File: config.mk
export PLATFORM = sky130hd
export DESIGN_NAME = spi_flash_responder
export DESIGN_NICKNAME = d
export VERILOG_FILES = /design/src/rtl/spi_flash_pkg.sv /design/src/rtl/spi_in_sync.sv /design/src/rtl/spi_flash_responder.sv
export SDC_FILE = /design/constraint.sdc
export NUM_CORES = 1
export LEC_CHECK = 0
export CAP_MARGIN = 20
export CORE_MARGIN = 3
export CORE_UTILIZATION = 55
export CTS_BUF_LIST = sky130_fd_sc_hd__clkbuf_8
export DETAILED_ROUTE_END_ITERATION = 12
export GPL_ROUTABILITY_DRIVEN = 0
export PLACE_DENSITY = 0.82
export SLEW_MARGIN = 20
export SYNTH_ARGS = -nofsm -noshare
export SYNTH_HDL_FRONTEND = slang
export SYNTH_SLANG_ARGS = --single-unit
File: constraint.sdc
create_clock -name clk -period 2.7 [get_ports clk]
set_clock_uncertainty 0.15 [all_clocks]
set_input_delay 0.81 -clock clk [delete_from_list [all_inputs] [get_ports clk]]
set_output_delay 0.81 -clock clk [all_outputs]
set_load 0.02 [all_outputs]
File: src/rtl/spi_flash_pkg.sv
// Shared opcodes, FSM encodings and ID helper for the SPI flash responder.
package spi_flash_pkg;

  localparam logic [7:0] CMD_READ  = 8'h03;
  localparam logic [7:0] CMD_JEDEC = 8'h9F;

  localparam int unsigned ADDR_BITS = 24;

  localparam logic [2:0] ST_IDLE   = 3'd0;
  localparam logic [2:0] ST_CMD    = 3'd1;
  localparam logic [2:0] ST_ADDR   = 3'd2;
  localparam logic [2:0] ST_DATA   = 3'd3;
  localparam logic [2:0] ST_ID     = 3'd4;
  localparam logic [2:0] ST_IGNORE = 3'd5;

  typedef enum logic [2:0] {
    IDLE   = ST_IDLE,
    CMD    = ST_CMD,
    ADDR   = ST_ADDR,
    DATA   = ST_DATA,
    ID     = ST_ID,
    IGNORE = ST_IGNORE
  } state_t;

  // Byte idx of the JEDEC ID stream, MSB byte first, zero once exhausted.
  function automatic logic [7:0] id_byte(input logic [23:0] id, input logic [1:0] idx);
    logic [7:0] b;
    b = '0;
    case (idx)
      2'd0:    b = id[23:16];
      2'd1:    b = id[15:8];
      2'd2:    b = id[7:0];
      default: b = '0;
    endcase
    return b;
  endfunction

endpackage

File: src/rtl/spi_in_sync.sv
// N-stage synchronizer for an asynchronous input with single-cycle edge pulses.
module spi_in_sync #(
  parameter int unsigned N = 2
) (
  input  logic clk,
  input  logic rst,
  input  logic din,
  output logic rise,
  output logic fall
);

  logic [N-1:0] chain;
  logic         prev;

  always_ff @(posedge clk) begin
    if (rst) begin
      chain <= '0;
      prev  <= 1'b0;
    end else begin
      chain <= {chain[N-2:0], din};
      prev  <= chain[N-1];
    end
  end

  assign rise = chain[N-1] & ~prev;
  assign fall = ~chain[N-1] & prev;

endmodule

File: src/rtl/spi_flash_responder.sv
// SPI mode-0 serial NOR flash emulator: READ (0x03) from a memory port, JEDEC ID (0x9F).
module spi_flash_responder
  import spi_flash_pkg::*;
#(
  parameter int unsigned ADDR_W      = 10,
  parameter logic [23:0] JEDEC_ID    = 24'hEF4016,
  parameter int unsigned SYNC_STAGES = 2
) (
  input  logic              clk,
  input  logic              rst,
  input  logic              sclk,
  input  logic              cs,
  input  logic              mosi,
  output logic              miso,
  output logic              miso_oe,
  output logic              rd_en,
  output logic [ADDR_W-1:0] rd_addr,
  input  logic [7:0]        rd_data,
  output logic              active,
  output logic              cmd_err
);

  logic sclk_rise_raw;
  logic sclk_fall_raw;

  spi_in_sync #(.N(SYNC_STAGES)) u_sclk_sync (
    .clk  (clk),
    .rst  (rst),
    .din  (sclk),
    .rise (sclk_rise_raw),
    .fall (sclk_fall_raw)
  );

  logic [SYNC_STAGES-1:0] cs_chain;
  logic [SYNC_STAGES-1:0] mosi_chain;
  logic                   cs_prev;
  logic                   cs_s;
  logic                   mosi_s;
  logic                   cs_rise;
  logic                   cs_fall;

  // cs chain resets low so a cs held low across reset never looks like a fresh fall.
  always_ff @(posedge clk) begin
    if (rst) begin
      cs_chain   <= '0;
      mosi_chain <= '0;
      cs_prev    <= 1'b0;
    end else begin
      cs_chain   <= {cs_chain[SYNC_STAGES-2:0], cs};
      mosi_chain <= {mosi_chain[SYNC_STAGES-2:0], mosi};
      cs_prev    <= cs_chain[SYNC_STAGES-1];
    end
  end

  assign cs_s    = cs_chain[SYNC_STAGES-1];
  assign mosi_s  = mosi_chain[SYNC_STAGES-1];
  assign cs_rise = cs_s & ~cs_prev;
  assign cs_fall = ~cs_s & cs_prev;

  logic sck_rise;
  logic sck_fall;
  assign sck_rise = sclk_rise_raw & ~cs_s;
  assign sck_fall = sclk_fall_raw & ~cs_s;

  state_t      state;
  logic [4:0]  bit_cnt;
  logic [6:0]  rx;
  logic [23:0] addr;
  logic [7:0]  tx;
  logic [1:0]  id_idx;
  logic        rd_en_d;

  logic [23:0] addr_shift;
  logic [23:0] addr_inc;
  assign addr_shift = {addr[22:0], mosi_s};
  assign addr_inc   = addr + 24'd1;

  assign miso_oe = active;

  always_ff @(posedge clk) begin
    if (rst) begin
      state   <= IDLE;
      bit_cnt <= '0;
      rx      <= '0;
      addr    <= '0;
      tx      <= '0;
      id_idx  <= '0;
      rd_en_d <= 1'b0;
      miso    <= 1'b0;
      rd_en   <= 1'b0;
      rd_addr <= '0;
      active  <= 1'b0;
      cmd_err <= 1'b0;
    end else begin
      rd_en   <= 1'b0;
      cmd_err <= 1'b0;
      rd_en_d <= rd_en;
      // Memory data is valid the clk after the strobe; capture it on that cycle.
      if (rd_en_d) tx <= rd_data;

      if (cs_rise) begin
        state   <= IDLE;
        active  <= 1'b0;
        miso    <= 1'b0;
        bit_cnt <= '0;
      end else begin
        case (state)
          IDLE: begin
            miso <= 1'b0;
            if (cs_fall) begin
              state   <= CMD;
              active  <= 1'b1;
              rx      <= {6'd0, mosi_s};
              bit_cnt <= sck_rise ? 5'd1 : 5'd0;
            end
          end

          CMD: begin
            if (sck_rise) begin
              rx <= {rx[5:0], mosi_s};
              if (bit_cnt == 5'd7) begin
                bit_cnt <= '0;
                case ({rx, mosi_s})
                  CMD_READ: state <= ADDR;
                  CMD_JEDEC: begin
                    state  <= ID;
                    tx     <= id_byte(JEDEC_ID, 2'd0);
                    id_idx <= 2'd1;
                  end
                  default: begin
                    cmd_err <= 1'b1;
                    state   <= IGNORE;
                  end
                endcase
              end else begin
                bit_cnt <= bit_cnt + 5'd1;
              end
            end
          end

          ADDR: begin
            if (sck_rise) begin
              addr <= addr_shift;
              if (bit_cnt == 5'(ADDR_BITS - 1)) begin
                bit_cnt <= '0;
                rd_en   <= 1'b1;
                rd_addr <= addr_shift[ADDR_W-1:0];
                state   <= DATA;
              end else begin
                bit_cnt <= bit_cnt + 5'd1;
              end
            end
          end

          DATA: begin
            if (sck_fall) begin
              miso <= tx[7];
              tx   <= {tx[6:0], 1'b0};
            end
            if (sck_rise) begin
              if (bit_cnt == 5'd7) begin
                bit_cnt <= '0;
                addr    <= addr_inc;
                rd_en   <= 1'b1;
                rd_addr <= addr_inc[ADDR_W-1:0];
              end else begin
                bit_cnt <= bit_cnt + 5'd1;
              end
            end
          end

          ID: begin
            if (sck_fall) begin
              miso <= tx[7];
              tx   <= {tx[6:0], 1'b0};
            end
            if (sck_rise) begin
              if (bit_cnt == 5'd7) begin
                bit_cnt <= '0;
                tx      <= id_byte(JEDEC_ID, id_idx);
                if (id_idx != 2'd3) id_idx <= id_idx + 2'd1;
              end else begin
                bit_cnt <= bit_cnt + 5'd1;
              end
            end
          end

          IGNORE: miso <= 1'b0;

          default: state <= IDLE;
        endcase
      end
    end
  end

endmodule

==> summary.txt <==
run results: number of global-route vias before repair 2,566, Critical Path Source Type flip-flop, proportion of layout cells with a drive suffix above 1 under 10%, mux cell area share after synthesis 9.310%, critical setup path kind reg -> reg, Relative slew margins 54.72%, area taken by flip-flops and latches 1161 um2, number of non-clock buffers in the layout 38, final setup violation count 0, post-synthesis to final-layout area growth 18.07%, nonclk inv count 6, critical path buffer and inverter count 0, cell family with the largest share of critical-path delay AND-OR/OR-AND gates, Peak supply drop around 0.00036 V, post-synthesis cell count from yosys ~350, transition time at the pin with the least slew margin between 0.6 and 0.7 ns, CTS H-Tree Depth 3, buffer depth of the longest clock path 2, clk latency late pin 0.34 ns, fraction of met3 tracks used by global routing under 10%, highest-utilization routing layer at the global route stage met2, cell count after placement between 400 and 500, Clk Tree Root Cell sky130_fd_sc_hd__clkbuf_8, Total GRT Usage a little under a quarter, wire length on met1 between 3000 and 4000 um, max-cap violations 0, logic share of the area between 40% and 50%, post-detailed-routing wire length slightly below 7000 um, type of element capturing the critical path flip-flop, Synth Seq Share between 30% and 40%, Seq cells post-synth roughly 58, core outline area ~5000 um2, Post-DP Area 3304 um2, post-synthesis average cell area about 8.4 um2, outcome complete, no violations, worst-path cell with the longest stage delay sky130_fd_sc_hd__o31ai_1, async set-or-reset flop fraction in the synthesized netlist 0%, count of nets left with antenna violations after detail routing 0, Chip Area 6292 um2, net count of the finished layout between 300 and 400, setup repair after global routing missed its margin no, Via Count approximately 2,700, pin count of the biggest net entering global routing roughly 46
==> sequential cells by signal, summed over array words and instances (netlist names), 2 cells and up <==
register	count
bit_cnt	5
u_sclk_sync.chain	2
mosi_chain	2
id_idx	2
tx	8
cs_chain	2
rx	7
rd_addr	10
state	3
addr	10
==> worst register-to-register path, cell delays in order (launching register included) <==
cell                       delay (ns)
sky130_fd_sc_hd__dfxtp_1         0.38
sky130_fd_sc_hd__ha_1            0.30
sky130_fd_sc_hd__nor4bb_1        0.41
sky130_fd_sc_hd__nand2_1         0.23
sky130_fd_sc_hd__o31ai_1         0.59
sky130_fd_sc_hd__a21oi_1         0.09
sky130_fd_sc_hd__o22ai_1         0.16
==> metrics by stage <==
stage	util [%]	setup slack, ns	power (mW)
final	67.92	0.3224	1.709
after global routing	67.92	0.08090	1.768
after CTS	67.92	0.3525	1.724
after detailed placement	64.29	0.3814	0.9629
after global placement	64.29	0.4443	0.9616
after floorplan	-	0.5878	0.9298
==> cell families (layout without fill, tap and decap cells) <==
kind of cell,Yosys count,in the layout
flops,58,58
buf+inv,28,60
simple gates,141,141
xor+xnor,2,2
compound gates,86,86
fa+ha+maj,8,8
mux,27,27
==> worst paths after layout <==
check                             from              endpoint  slack (ns)
setup / recovery            bit_cnt[0]                 tx[7]        0.32
hold / removal    u_sclk_sync.chain[0]  u_sclk_sync.chain[1]        0.28
setup reg to reg            bit_cnt[0]                 tx[7]        0.32
hold reg to reg   u_sclk_sync.chain[0]  u_sclk_sync.chain[1]        0.28
==> power breakdown <==
part	leakage [nW]	total, mW	internal [mW]	switching [mW]
combinational	0.682	0.0762	0.0359	0.0404
sequential	0.469	0.869	0.863	0.00633
clock	0.0976	0.764	0.415	0.349
total	1.25	1.71	1.31	0.396
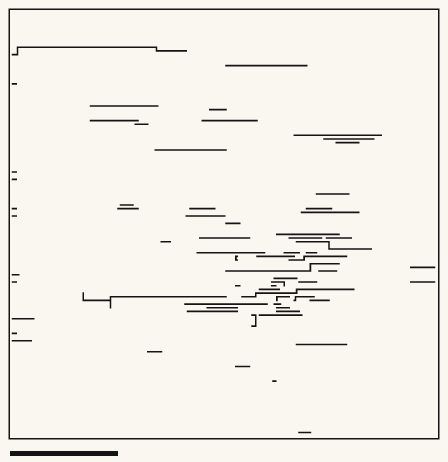
**Above:** the metal 3 layer.
The bar under the picture is 20 um long.
- nets with wire on the layer: 53
- wire length on this layer: 445 um
- longest straight run: 25.8 um
- main direction: horizontal
- share of all routed wire: 6.5%

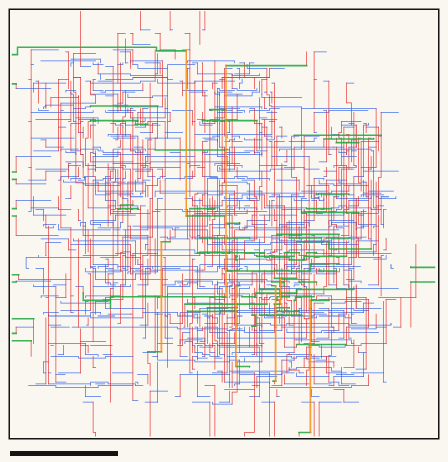
**Above:** signal wires by layer.
The bar under the picture is 20 um long.
- metal 3: green (wire length 445 um)
- metal 2: red (wire length 3,140 um)
- metal 4: orange (wire length 156 um)
- metal 1: blue (wire length 3,080 um)

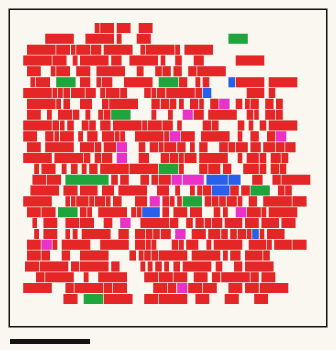
**Above:** sizing map.
The bar under the picture is 20 um long.
- _6 and larger: green (cells 10; share 2.6%; most used clkbuf_8)
- _2 cells: blue (cells 7; share 1.8%)
- _3 and _4 cells: magenta (cells 14; share 3.7%; most used buf_4)
- _0 and _1 cells: red (cells 351; share 92%; most used dfxtp_1)

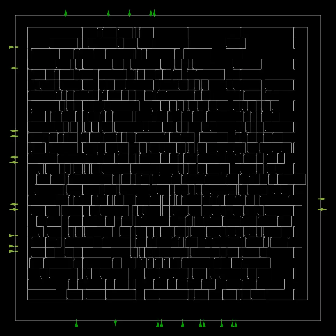
**Above:** cell outlines without signal wires.
total of fill cells in the finished design: 467
FF+latch count: 58
fraction of standard cell area that is sequential: 33.26%

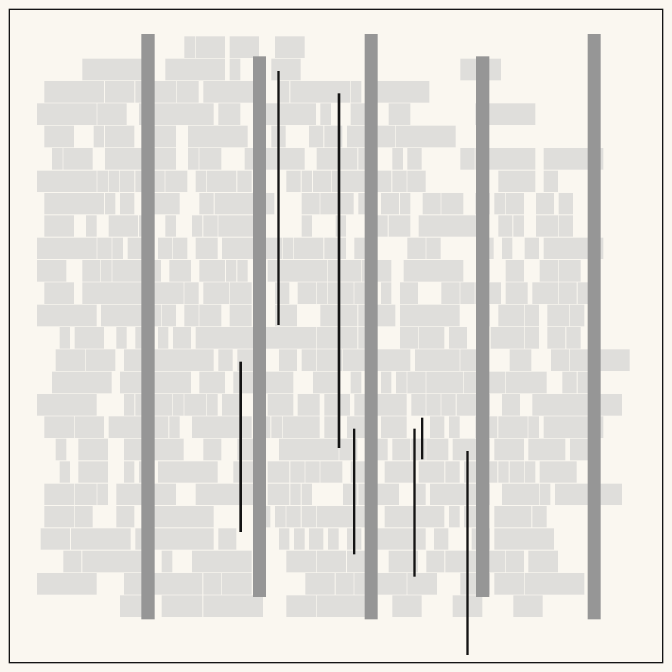
**Above:** the metal 4 layer.
Supply wires on this layer in grey.
- nets with wire on the layer: 7
- longest straight run: 42.8 um

No activity file was given, so power comes from the tool's default toggle rates.
